==> config.mk <==
export PLATFORM = sky130hd
export DESIGN_NAME = branch_resolver_flat
export DESIGN_NICKNAME = d
export VERILOG_FILES = /design/src/rtl/branch_resolver_pkg.sv /design/src/rtl/branch_resolver_if.sv /design/src/rtl/branch_resolver_bht.sv /design/src/rtl/branch_resolver.sv /design/src/flat_wrapper.sv
export SDC_FILE = /design/constraint.sdc
export NUM_CORES = 1
export LEC_CHECK = 0
export ABC_AREA = 1
export CORE_UTILIZATION = 35
export DETAILED_ROUTE_END_ITERATION = 8
export DONT_BUFFER_PORTS = 1
export GPL_ROUTABILITY_DRIVEN = 0
export PLACE_DENSITY_LB_ADDON = 0.12
export SLEW_MARGIN = 20
export SYNTH_ARGS = -nofsm -noshare
export SYNTH_HDL_FRONTEND = slang
export SYNTH_SLANG_ARGS = --single-unit
==> constraint.sdc <==
create_clock -name clk -period 6.9 [get_ports clk]
set_clock_uncertainty 0.2 [all_clocks]
set_input_delay 1.38 -clock clk [delete_from_list [all_inputs] [get_ports clk]]
set_output_delay 1.38 -clock clk [all_outputs]
set_load 0.03 [all_outputs]
==> src/rtl/branch_resolver_pkg.sv <==
// Shared definitions for the branch resolver: funct3 encodings, BHT reset value,
// FSM state type, result flag bundle and the 2-bit saturating counter update.
package branch_resolver_pkg;

  localparam logic [2:0] F3_BEQ  = 3'b000;
  localparam logic [2:0] F3_BNE  = 3'b001;
  localparam logic [2:0] F3_BLT  = 3'b100;
  localparam logic [2:0] F3_BGE  = 3'b101;
  localparam logic [2:0] F3_BLTU = 3'b110;
  localparam logic [2:0] F3_BGEU = 3'b111;

  // Weakly not-taken.
  localparam logic [1:0] BHT_RST = 2'b01;

  typedef enum logic {
    ST_EMPTY = 1'b0,
    ST_FULL  = 1'b1
  } state_t;

  typedef struct packed {
    logic taken;
    logic mispredict;
    logic illegal;
  } res_flags_t;

  function automatic logic [1:0] sat_update(input logic [1:0] cnt, input logic taken);
    if (taken) begin
      return (cnt == 2'b11) ? cnt : cnt + 2'b01;
    end
    return (cnt == 2'b00) ? cnt : cnt - 2'b01;
  endfunction

endpackage

==> src/rtl/branch_resolver_if.sv <==
// Decode/comparator/fetch/downstream signal bundle of the branch resolver.
// master = environment side, slave = resolver side.
interface branch_resolver_if #(
  parameter int XLEN  = 32,
  parameter int CNT_W = 16
);
  logic             in_valid;
  logic             in_ready;
  logic [XLEN-1:0]  in_pc;
  logic [XLEN-1:0]  in_imm;
  logic [XLEN-1:0]  in_rs1;
  logic [2:0]       in_funct3;
  logic             in_is_branch;
  logic             in_is_jal;
  logic             in_is_jalr;
  logic             in_pred_taken;

  logic             cmp_un;
  logic             cmp_beq;
  logic             cmp_blt;

  logic             out_valid;
  logic             out_ready;
  logic             out_taken;
  logic [XLEN-1:0]  out_target;
  logic             out_mispredict;
  logic             out_illegal;

  logic             flush;
  logic [XLEN-1:0]  pred_pc;
  logic             pred_taken;
  logic [CNT_W-1:0] br_count;
  logic [CNT_W-1:0] mp_count;

  modport master (
    output in_valid, in_pc, in_imm, in_rs1, in_funct3,
           in_is_branch, in_is_jal, in_is_jalr, in_pred_taken,
           cmp_beq, cmp_blt, out_ready, flush, pred_pc,
    input  in_ready, cmp_un, out_valid, out_taken, out_target,
           out_mispredict, out_illegal, pred_taken, br_count, mp_count
  );

  modport slave (
    input  in_valid, in_pc, in_imm, in_rs1, in_funct3,
           in_is_branch, in_is_jal, in_is_jalr, in_pred_taken,
           cmp_beq, cmp_blt, out_ready, flush, pred_pc,
    output in_ready, cmp_un, out_valid, out_taken, out_target,
           out_mispredict, out_illegal, pred_taken, br_count, mp_count
  );

endinterface

==> src/rtl/branch_resolver_bht.sv <==
// Branch history table: array of 2-bit saturating counters, one async read port, one write port.
// Read is combinational, write lands on the clock edge, so a same-cycle read sees the old value.
module branch_history_table
  import branch_resolver_pkg::*;
#(
  parameter int IDX_W = 4
) (
  input  logic             clk,
  input  logic             rst,
  input  logic [IDX_W-1:0] rd_idx,
  output logic [1:0]       rd_cnt,
  input  logic             wr_en,
  input  logic [IDX_W-1:0] wr_idx,
  input  logic             wr_taken
);

  localparam int ENTRIES = 1 << IDX_W;

  logic [1:0] cnt [ENTRIES];

  always_ff @(posedge clk or posedge rst) begin
    if (rst) begin
      for (int i = 0; i < ENTRIES; i++) begin
        cnt[i] <= BHT_RST;
      end
    end else if (wr_en) begin
      cnt[wr_idx] <= sat_update(cnt[wr_idx], wr_taken);
    end
  end

  assign rd_cnt = cnt[rd_idx];

endmodule

==> src/rtl/branch_resolver.sv <==
// Resolves branches/JAL/JALR into taken + target, flags mispredicts, trains the BHT.
// One-entry output register: 1-cycle latency, in_ready = !flush && (!out_valid || out_ready).
module branch_resolver
  import branch_resolver_pkg::*;
#(
  parameter int XLEN      = 32,
  parameter int BHT_IDX_W = 4,
  parameter int CNT_W     = 16
) (
  input  logic clk,
  input  logic rst,
  branch_resolver_if.slave bus
);

  state_t           state;
  state_t           state_nxt;
  logic             in_rdy;
  logic             accept;
  logic             load;

  logic             is_jump;
  logic             is_cond;
  logic             is_ctrl;
  logic             cond_taken;
  logic             f3_illegal;
  res_flags_t       res;
  logic [XLEN-1:0]  sum_pc_imm;
  logic [XLEN-1:0]  sum_rs1_imm;
  logic [XLEN-1:0]  pc_plus4;
  logic [XLEN-1:0]  res_target;

  res_flags_t       out_flags;
  logic [XLEN-1:0]  out_target_q;
  logic [CNT_W-1:0] br_cnt_q;
  logic [CNT_W-1:0] mp_cnt_q;

  logic [1:0]       bht_rd_cnt;
  logic             bht_wr_en;
  logic             unused_pred_pc;

  // Comparator runs signed or unsigned depending on funct3 bit 1 (BLTU/BGEU).
  assign bus.cmp_un = bus.in_funct3[1];

  assign is_jump = bus.in_is_jal || bus.in_is_jalr;
  assign is_cond = bus.in_is_branch && !is_jump;
  assign is_ctrl = bus.in_is_branch || is_jump;

  always_comb begin
    cond_taken = 1'b0;
    f3_illegal = 1'b0;
    case (bus.in_funct3)
      F3_BEQ:           cond_taken = bus.cmp_beq;
      F3_BNE:           cond_taken = !bus.cmp_beq;
      F3_BLT, F3_BLTU:  cond_taken = bus.cmp_blt;
      F3_BGE, F3_BGEU:  cond_taken = !bus.cmp_blt;
      default:          f3_illegal = 1'b1;
    endcase
  end

  assign sum_pc_imm  = bus.in_pc + bus.in_imm;
  assign sum_rs1_imm = bus.in_rs1 + bus.in_imm;
  assign pc_plus4    = bus.in_pc + XLEN'(4);

  always_comb begin
    res            = '0;
    res.taken      = is_jump || (is_cond && cond_taken);
    res.illegal    = is_cond && f3_illegal;
    res.mispredict = res.taken != bus.in_pred_taken;
    if (bus.in_is_jalr) begin
      res_target = {sum_rs1_imm[XLEN-1:1], 1'b0};
    end else if (res.taken) begin
      res_target = sum_pc_imm;
    end else begin
      res_target = pc_plus4;
    end
  end

  always_ff @(posedge clk or posedge rst) begin
    if (rst) begin
      state <= ST_EMPTY;
    end else begin
      state <= state_nxt;
    end
  end

  // flush takes priority over both drain and accept; non-control accepts produce no output.
  always_comb begin
    state_nxt = state;
    in_rdy    = 1'b0;
    load      = 1'b0;
    accept    = 1'b0;
    case (state)
      ST_EMPTY: begin
        in_rdy = !bus.flush;
        accept = bus.in_valid && in_rdy;
        if (accept && is_ctrl) begin
          load      = 1'b1;
          state_nxt = ST_FULL;
        end
      end
      ST_FULL: begin
        in_rdy = !bus.flush && bus.out_ready;
        accept = bus.in_valid && in_rdy;
        if (bus.flush) begin
          state_nxt = ST_EMPTY;
        end else if (accept && is_ctrl) begin
          load      = 1'b1;
          state_nxt = ST_FULL;
        end else if (bus.out_ready) begin
          state_nxt = ST_EMPTY;
        end
      end
      default: state_nxt = ST_EMPTY;
    endcase
  end

  always_ff @(posedge clk or posedge rst) begin
    if (rst) begin
      out_flags    <= '0;
      out_target_q <= '0;
      br_cnt_q     <= '0;
      mp_cnt_q     <= '0;
    end else if (load) begin
      out_flags    <= res;
      out_target_q <= res_target;
      br_cnt_q     <= br_cnt_q + CNT_W'(1);
      if (res.mispredict) begin
        mp_cnt_q <= mp_cnt_q + CNT_W'(1);
      end
    end
  end

  assign bus.in_ready       = in_rdy;
  assign bus.out_valid      = (state == ST_FULL);
  assign bus.out_taken      = out_flags.taken;
  assign bus.out_mispredict = out_flags.mispredict;
  assign bus.out_illegal    = out_flags.illegal;
  assign bus.out_target     = out_target_q;
  assign bus.br_count       = br_cnt_q;
  assign bus.mp_count       = mp_cnt_q;

  // Only legal conditional branches train the predictor.
  assign bht_wr_en = load && is_cond && !f3_illegal;

  branch_history_table #(
    .IDX_W (BHT_IDX_W)
  ) u_bht (
    .clk      (clk),
    .rst      (rst),
    .rd_idx   (bus.pred_pc[BHT_IDX_W+1:2]),
    .rd_cnt   (bht_rd_cnt),
    .wr_en    (bht_wr_en),
    .wr_idx   (bus.in_pc[BHT_IDX_W+1:2]),
    .wr_taken (cond_taken)
  );

  assign bus.pred_taken = bht_rd_cnt[1];

  assign unused_pred_pc = ^{bus.pred_pc[XLEN-1:BHT_IDX_W+2], bus.pred_pc[1:0], bht_rd_cnt[0]};

endmodule

==> src/flat_wrapper.sv <==
// flat-port wrapper written by rule: the top's interface ports become plain ports
module branch_resolver_flat import branch_resolver_pkg::*;
#(
  parameter int XLEN      = 32,
  parameter int BHT_IDX_W = 4,
  parameter int CNT_W     = 16
)
  (clk, rst, bus_in_valid, bus_in_pc, bus_in_imm, bus_in_rs1, bus_in_funct3, bus_in_is_branch, bus_in_is_jal, bus_in_is_jalr, bus_in_pred_taken, bus_cmp_beq, bus_cmp_blt, bus_out_ready, bus_flush, bus_pred_pc, bus_in_ready, bus_cmp_un, bus_out_valid, bus_out_taken, bus_out_target, bus_out_mispredict, bus_out_illegal, bus_pred_taken, bus_br_count, bus_mp_count);
  branch_resolver_if #(.XLEN(XLEN), .CNT_W(CNT_W)) bus_i ();
  input  logic clk;
  input  logic rst;
  input wire logic [$bits(bus_i.in_valid)-1:0] bus_in_valid;
  input wire logic [$bits(bus_i.in_pc)-1:0] bus_in_pc;
  input wire logic [$bits(bus_i.in_imm)-1:0] bus_in_imm;
  input wire logic [$bits(bus_i.in_rs1)-1:0] bus_in_rs1;
  input wire logic [$bits(bus_i.in_funct3)-1:0] bus_in_funct3;
  input wire logic [$bits(bus_i.in_is_branch)-1:0] bus_in_is_branch;
  input wire logic [$bits(bus_i.in_is_jal)-1:0] bus_in_is_jal;
  input wire logic [$bits(bus_i.in_is_jalr)-1:0] bus_in_is_jalr;
  input wire logic [$bits(bus_i.in_pred_taken)-1:0] bus_in_pred_taken;
  input wire logic [$bits(bus_i.cmp_beq)-1:0] bus_cmp_beq;
  input wire logic [$bits(bus_i.cmp_blt)-1:0] bus_cmp_blt;
  input wire logic [$bits(bus_i.out_ready)-1:0] bus_out_ready;
  input wire logic [$bits(bus_i.flush)-1:0] bus_flush;
  input wire logic [$bits(bus_i.pred_pc)-1:0] bus_pred_pc;
  output wire logic [$bits(bus_i.in_ready)-1:0] bus_in_ready;
  output wire logic [$bits(bus_i.cmp_un)-1:0] bus_cmp_un;
  output wire logic [$bits(bus_i.out_valid)-1:0] bus_out_valid;
  output wire logic [$bits(bus_i.out_taken)-1:0] bus_out_taken;
  output wire logic [$bits(bus_i.out_target)-1:0] bus_out_target;
  output wire logic [$bits(bus_i.out_mispredict)-1:0] bus_out_mispredict;
  output wire logic [$bits(bus_i.out_illegal)-1:0] bus_out_illegal;
  output wire logic [$bits(bus_i.pred_taken)-1:0] bus_pred_taken;
  output wire logic [$bits(bus_i.br_count)-1:0] bus_br_count;
  output wire logic [$bits(bus_i.mp_count)-1:0] bus_mp_count;
  assign bus_i.in_valid = bus_in_valid;
  assign bus_i.in_pc = bus_in_pc;
  assign bus_i.in_imm = bus_in_imm;
  assign bus_i.in_rs1 = bus_in_rs1;
  assign bus_i.in_funct3 = bus_in_funct3;
  assign bus_i.in_is_branch = bus_in_is_branch;
  assign bus_i.in_is_jal = bus_in_is_jal;
  assign bus_i.in_is_jalr = bus_in_is_jalr;
  assign bus_i.in_pred_taken = bus_in_pred_taken;
  assign bus_i.cmp_beq = bus_cmp_beq;
  assign bus_i.cmp_blt = bus_cmp_blt;
  assign bus_i.out_ready = bus_out_ready;
  assign bus_i.flush = bus_flush;
  assign bus_i.pred_pc = bus_pred_pc;
  assign bus_in_ready = bus_i.in_ready;
  assign bus_cmp_un = bus_i.cmp_un;
  assign bus_out_valid = bus_i.out_valid;
  assign bus_out_taken = bus_i.out_taken;
  assign bus_out_target = bus_i.out_target;
  assign bus_out_mispredict = bus_i.out_mispredict;
  assign bus_out_illegal = bus_i.out_illegal;
  assign bus_pred_taken = bus_i.pred_taken;
  assign bus_br_count = bus_i.br_count;
  assign bus_mp_count = bus_i.mp_count;
  branch_resolver #(.XLEN(XLEN), .BHT_IDX_W(BHT_IDX_W), .CNT_W(CNT_W)) u_core (.clk(clk), .rst(rst), .bus(bus_i));
endmodule
**Run 1: logic cells by family**

Scale bar: 50 microns.
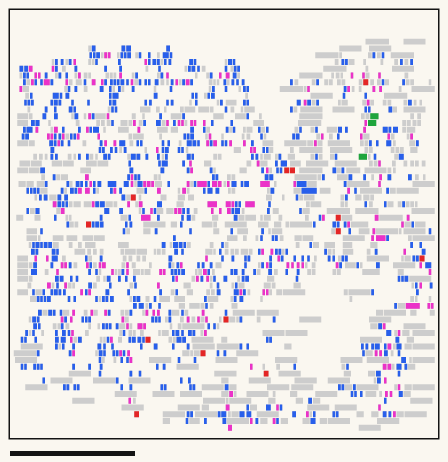
Key: green = multiplexers [cells 3]; red = AND and OR gates [cells 13]; blue = NAND gates [cells 671, where widely spread]; magenta = NOR gates [cells 207, where widely spread]

**Run 1: routed clock nets over the placement**

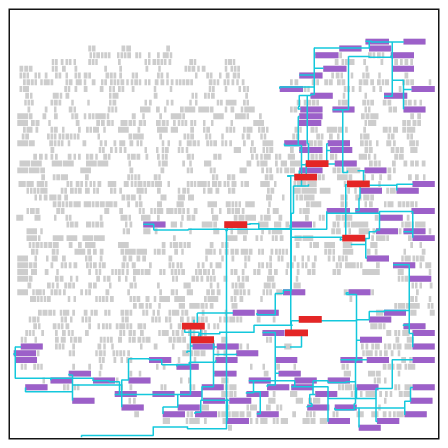
Key: red = cells driving clock nets [count 9]; purple = flip-flops [count 100]; cyan = clock wires [length 1,720 microns]
Position of the flops: widely spread.
Worst-Skew Late Latency: 0.36 ns
power drawn by the clock network: 0.000529 W
clock share of power: 25.7%

**Run 1: zoomed window**

Scale bar: 10 microns. Window x 73 to 98, y 39 to 64 microns. Cells in gray, sequential cells in the stronger gray; small squares are vias.
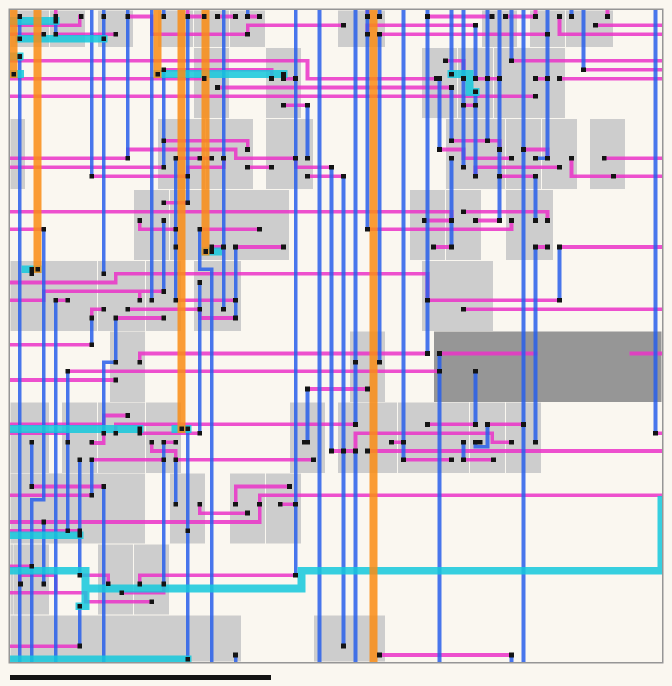
Key: orange = met4; blue = met2; magenta = met1; cyan = met3
Sequential cells in the window: 1. Most frequent: nand2_1 (14), inv_1 (10), nor2_1 (7). 53 logic cells have their middle in the window. Netlist names of flops here include `u_core.bus.out_target` (1).

==> notes.md, run 1 <==
Physical implementation.

- The post-synthesis share of cell area spent on and, or, nand and nor gates is 37.5%.
- The setup check on the worst reg-to-reg path leaves a slack of 4.23 ns.
- The storage element area is 0.00252 sq mm.
- The cell total after placement is 1,967.
- The floorplan has 61 rows.
- The capture point of the worst register-to-register path is recorded as u_core.bus.br_count[5].
- The total chip power is 0.00206 W.
- The relative contribution of combinational cells to total power is 30.2%.
- The portion of total power attributed to sequential cells is 44.1%.
- The number of setup violations in the final report is 0.
- The stage delay of the slowest cell on the critical path is 0.83 ns.
- The transition time recorded at the tightest slew-check pin is 1.06 ns.
- Setup repair after global routing left no endpoint under its margin.
- The utilization after layout is 38.3%.
- The cell count after synthesis is around 1,600.
- The worst setup path is launched from an input pin.
- The wire length on met2 is roughly 16,000 microns.
- The worst min-delay path class is flop to flop.
- For the completed layout, the total cell area is recorded as ~0.011 sq mm.
- The count of inverters not on the clock network in the layout is 198.
- Among all stages on the critical path, the largest delay is contributed by sky130_fd_sc_hd__o31ai_1.
- Ranked by instance count, the synthesized netlist is headed by sky130_fd_sc_hd__nand2_1, sky130_fd_sc_hd__inv_1, sky130_fd_sc_hd__nor2_1.
- Timing would allow up to 244 MHz.
- The endpoint of the worst setup timing path is bus_pred_taken.
- Fill cells in the final layout number 3,169.
- The max-cap check violation count is 0.
- The report lists the number of cells resized after CTS as 0.
- The fraction of final layout cells with drive strength greater than 1 is 4.24%.
- The final timing report lists a hold violation count of 0.
- The most instantiated logic cell after routing is sky130_fd_sc_hd__nand2_1.
- Per the synthesis report, the single largest cell type by area occupies 20.8% of cell area.
- The flow ran to the end, and the final reports show no timing, DRC or antenna violations.
- The global-route met2 utilization is 40.5%.
- The final layout contains a sequential cell count of roughly 100.
- The number of standard cells reported by yosys is 1,613.
- Traced cell by cell, the critical path runs through mux2i_1 -> o21ai_0 -> nor2_1 -> o31ai_1.
- The number of global-route vias before repair came to 9,569.
- In this run the number of cells on the critical path is 4.
- The CTS clock-pin slew for the worst setup and hold paths is around 0.070 ns.
- The net count of the finished layout is 1,811.
- The post-route worst setup slack is 2.80 ns.
- The combined global-route utilization of all metal layers is 24.6%.
- The final-layout non-clock buffer area share is 0.279%.
- The data required time of the critical path is 5.32 ns.
- In this run, power in flip-flops and latches comes to 0.000910 W.
- The remaining global-route overflow is 0.
- The TritonCTS buffer count is 9.
- The critical register-to-register path startpoint is u_core.bus.out_valid.
- For this run, the number of Yosys warnings is 0.
- In the final routing, the length of wire on met1 measures 15,600 microns.
- The wire length recorded after detailed routing is 35,700 microns.
- The data arrival time of the critical path is 2.52 ns.
- During I/O placement, the number of pins put on the boundary was 213.
- The mean routed wirelength per cell is 18.0 microns.
- The first global-routing pass estimated ~55,000 microns of wire.
- Routing resource usage on met1 recorded by global route was 31.2%.
- The total half-perimeter wirelength after legalization and detailed placement is 29,400 microns.
- The kind of capture point of the worst setup path is an output pin.
- The type of the worst setup path is input pin to output pin.
- The clock drives about 100 sinks.
- The flop share of the area is 23.4%.
- The family with the most delay on the worst path is AND-OR/OR-AND gates.
- The number of cell instances on the worst register-to-register path is 8.
- The launch point of the worst hold path is u_core.u_bht.cnt[22].
- At floorplan, the net count of the design was reported as 1,824.
- The layout report gives the multi-input gate share of total cell area as between 60% and 70%.
- The multi-input logic area is between 0.006 and 0.007 sq mm.
- The final timing report derives a shortest allowable period of 4.10 ns.
- The final cell count without fillers is 1,984.
- Buffers inserted to repair hold after CTS numbered 0.
- Global route summary, busiest routing layer listed as met2.
- The synthesized-area fraction occupied by xor and xnor cells is between 5 and 6%.
- The largest net degree at the start of global routing is 67.
- The detailed-route DRC error count is 0.
- The largest part of the power goes to registers.
- The flow inserted 378 tap cells.
- Post-CTS timing repair inserted 0 buffers for setup.
- Counting along the longest clock path gives a buffer depth of 2.
- The synthesized netlist devotes 8.70% of its cell area to adder and majority cells.
- The maximum vdd drop is 0.000108 V.
- The die width is 172 microns.
- The largest cell class by area is combinational gates.
- The detailed-route via count is 10,200.
- In the synthesized netlist the async set-or-reset flop fraction comes to 100%.
- The number of pins with negative max-slew slack in the final report is 0.
- The count of unique library cells instantiated by Yosys is 49.
## Run 2: what changed since run 1
==> constraint.sdc (replaced) <==
create_clock -name clk -period 4.01 [get_ports clk]
set_clock_uncertainty 0.2 [all_clocks]
set_input_delay 0.802 -clock clk [delete_from_list [all_inputs] [get_ports clk]]
set_output_delay 0.802 -clock clk [all_outputs]
set_load 0.03 [all_outputs]
**Run 2: zoomed window**

Scale bar: 10 microns. Window x 73 to 98, y 39 to 64 microns. Cells in gray, sequential cells in the stronger gray; small squares are vias.
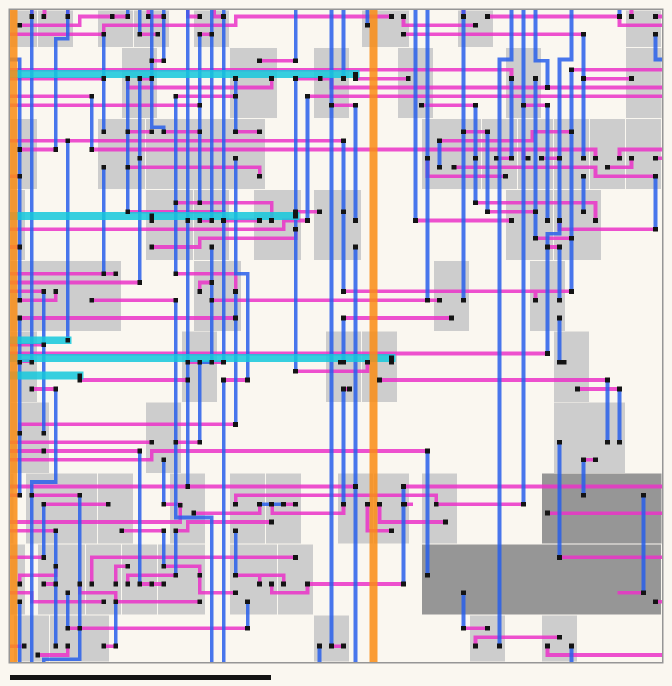
Key: magenta = met1; cyan = met3; blue = met2; orange = met4
Netlist names of flops here include `u_core.bus.out_target` (2). Most frequent: nand2_1 (19), inv_1 (11), nor2_1 (7). Sequential cells in the window: 2. 60 logic cells have their middle in the window.

==> run 2 against run 1 <==
Core utilization is 0.19 points higher. First-iteration DRC count is 14% higher. Combinational power is 74% higher. Via count is 0.20% lower. Worst setup slack worse by 1.5 ns. Critical path depth is 11 higher. Sequential power is 73% higher. Global-route usage is 0.14 points lower. Final cell count is 0.20% higher. Synthesized cell count stayed put. Final area is 0.50% higher. Die area stayed put. Critical path type is now input pin to flop. Largest power group unchanged. Highest routed layer unchanged.
==> notes.md, run 2 <==
Physical implementation.

- The run finished with clean final reports.
- The chip area line in the Yosys stat output reads approximately 0.010 sq mm.
- The kind of cell with the highest combined delay along the critical path is simple AND/OR/NAND/NOR gates.
- The cell total after placement is 1,971.
- The number of setup violations in the final report is 0.
- Detailed placement ended at an HPWL of 29,500 microns.
- The logic depth of the worst path, buffers included is 15.
- The highest metal layer with signal wires is met5.
- The total of flip-flops plus latches after synthesis is 100.
- The reg-to-reg endpoint is u_core.bus.mp_count[10].
- The top power consumer group is registers.
- The number of cell instances on the worst register-to-register path is 8.
- The number of DRC violations after detailed-routing iteration 0 is 774.
- The number of tapcells is 378.
- In this design, the stage delay of the slowest critical-path cell is 0.38 ns.
- The multi-input gate count is 1,287.
- The CTS clock-pin slew for the worst setup and hold paths is ~0.09 ns.
- For this sky-water flow run, the detailed-routed wirelength per cell is reported as 17.9 microns.
- The endpoint of the worst setup timing path is u_core.bus.out_target[20].
- The maximum vdd drop is 0.000217 V.
- The average instance in the mapped netlist occupies 6.26 sq um.
- The cell sitting at the root of the clock tree is a sky130_fd_sc_hd__clkbuf_16.
- The final antenna diode tally reported by the flow is 1.
- The share of total power dissipated in the clock network is 25.9%.
- After synthesis, the cell types taking the most area are sky130_fd_sc_hd__dfrtp_1, sky130_fd_sc_hd__nand2_1, sky130_fd_sc_hd__ha_1.
- The post-route worst setup slack is 1.28 ns.
- Measured against the total synthesized area, the mux share comes to 0.298%.
- The worst register-to-register path has a setup slack of 1.59 ns.
- The leakage power is 5.47 nW.
- Entering global routing, the biggest net connects 59 pins.
- At the pin with the least slew margin, the transition time is 0.773 ns.
- After technology mapping, the gate count stands at approximately 1,600.
- The largest cell class by area is combinational gates.
- By instance count, the cell type seen most on the critical path is sky130_fd_sc_hd__nand2_1.
- The detailed-router iteration count before antenna repair is 5.
- The setup TNS is 0 ns.
- Among all stages on the critical path, the largest delay is contributed by sky130_fd_sc_hd__fa_1.
- Per the final report, max-transition violations number 0.
- The tally of filler cells in the layout is 3,154.
- The initial antenna violation count is 2.
- The synthesized-area fraction occupied by xor and xnor cells is 5.81%.
- Final hold analysis gives a worst-case slack of 0.182 ns.
- After detailed routing, the total wire length is between 30,000 and 40,000 microns.
- The pre-CTS setup check shows a worst slack of 0.903 ns.
- The path class of the tightest hold or removal check is input pin to async pin.
- Internal power comes to approximately 0.0020 W.
- The total chip power is 0.00357 W.
- The count of inverters not on the clock network in the layout is 198.
- The data arrival time of the critical path is 2.78 ns.
- The quantity of I/O buffers inserted on ports is 0.
- In the final design database the tool counted 1,815 nets.
- The most instantiated logic cell after routing is sky130_fd_sc_hd__nand2_1.
- The TritonCTS clock tree is done.
- The wire length the detailed router placed on met1 is between 15,000 and 20,000 microns.
- The detailed-route via count is a little over 10,000.
- The number of levels the H-tree was split into is 3.
- The critical register-to-register path startpoint is u_core.bus.out_valid.
- During I/O placement, the number of pins put on the boundary was 213.
- The global-route met2 utilization is 41.0%.
- The wire length on met2 is about 16,000 microns.
- The count of tool warnings is roughly 57.
- The synth_stat.txt file lists the number of cells as 1,613.
- After routing the design area is 0.0108 sq mm.
- Per the layout report, the design carries 9 clock buffers.
- The most common logic cells in the final layout are sky130_fd_sc_hd__nand2_1, sky130_fd_sc_hd__inv_1, sky130_fd_sc_hd__nor2_1, sky130_fd_sc_hd__nand3_1, sky130_fd_sc_hd__a21oi_1.
- Looking at the cell usage after synthesis, the top flip-flop cell is sky130_fd_sc_hd__dfrtp_1.
- The time the final worst path needs with I/O delays and setup is about 2.7 ns.
- The post-synthesis share of cell area spent on and, or, nand and nor gates is a little under two fifths.
- Dividing total power by cell area gives a power density of about 330 mW/mm^2.
- The layer flagged by global routing as most heavily used is met2.
- The switching power share of the total is 44.6%.
- The area share of the largest cell type after synthesis is a little over a fifth.
- Multi-input logic gates represent a cell area share of 61.9%.
- The launch point of the critical path is bus_in_imm[0].
- The cell type that accounts for the most area after synthesis is sky130_fd_sc_hd__dfrtp_1.
- The remaining global-route overflow is 0.
- The height of the chip is 172 microns.
- The final cell count without fillers is 1,988.
- The wire length of the first global-routing pass is 54,500 microns.
- Counting the warning lines in the Yosys log gives 0.
- CTS added clock buffers totalling 9.
- The synthesized netlist occupies a cell area of 0.0101 sq mm.
- The met1 routing resource usage after global routing is 30.7%.
- The number of hold violations in the final report is 0.
- In this run, the combinational gates consume 30.1% of the power.
- For this run, global-route usage on met3 was measured as 6.95%.
- The portion of total power attributed to sequential cells is between 40% and 50%.
- Measured on the final layout, buffering overhead outside the clock network stands at 0.671%.
- After Yosys synthesis, full adders, half adders and majority gates account for 8.70% of the synthesized area.
- Summed over all sequential cells, the power is 0.00157 W.
- After synthesis, the most frequently instantiated cells are sky130_fd_sc_hd__nand2_1, sky130_fd_sc_hd__inv_1, sky130_fd_sc_hd__nor2_1.
- The die width is ~170 microns.
- The power in the clock group is 0.000924 W.
- The register area share after synthesis is 25.0%.
- The number of global-route vias before repair is roughly 9,600.
- The worst setup path is captured at a flop.
- The combined global-route utilization of all metal layers is 24.4%.
- The met3 wire length is 3070 microns.
- Per the layout report, the design carries 8 non-clock buffers.
- TritonCTS reports the number of clock sinks as approximately 100.
- The storage element area is 0.00252 sq mm.
- The total buffers and inverters traversed by the critical path is 0.
- The max-cap check violation count is 0.
- The post-CTS resize count is 0.
- The flow measured a signed area growth from synthesis to layout of 7.16%.
- The sort of element at the start of the critical path is an input pin.
- The cell area reported after detailed placement is 0.0105 sq mm.
- Per the synthesis report, the AND-OR/OR-AND share of the synthesized area is approximately 14%.
- The largest family of logic cells by area is simple AND/OR/NAND/NOR gates.
- The utilization after layout is 38.5%.
- Looking at the setup timing report, the critical path kind is input pin to flop.
- The detailed-route DRC error count is 0.
- The tightest slew margin relative to the limit is 48.4%.
- For the worst setup path, the data required time is 4.07 ns.
- As reported, the later end of the worst-skew pair has a clock insertion delay of 0.36 ns.
- The net switching component of the power is 0.00159 W.
- The hold buffer count at CTS is 0.
- Row generation in the floorplan step produced ~61 rows.
- The async set or reset register ratio after synthesis is 100%.
- Setup repair after global routing left no endpoint under its margin.
- The final sequential cell count is 100.
- STA lists the maximum fanout along the critical path as 4.
- The critical path goes through ha_1 -> fa_1 -> nand2_1 -> nand2_1 -> and2_1 -> nand2_1 -> nand2_1 -> nand2_1 -> nand2_1 -> nand2_1 -> nand3b_1 -> nand3_1 -> nand3_1 -> nand2_1 -> nand2_1.
- The combinational gate power is around 0.0011 W.
- The maximum frequency from static timing analysis is 367 MHz.
- The count of unique library cells instantiated by Yosys is 49.
- The count of buffers added by post-CTS timing repair for setup is 0.
- Yosys mapped a number of flops with a built-in enable equal to 0.
- Of the cells placed in the final design, the portion with a size suffix greater than 1 is 4.47%.
- The fraction of final cell area spent on clock buffers and inverters in this run is roughly 2.8%.
- The area of the placeable core is between 0.02 and 0.03 sq mm.
- The most frequent cell after synthesis is sky130_fd_sc_hd__nand2_1.
- The longest clock path from root to sink contains 2 buffers.
- The layout report gives the register share of total cell area as 23.3%.
- The multi-input logic area is 0.00670 sq mm.
- At floorplan, the net count of the design was reported as 1,824.
Power figures rest on the tool's default switching activity, not on a simulated workload.
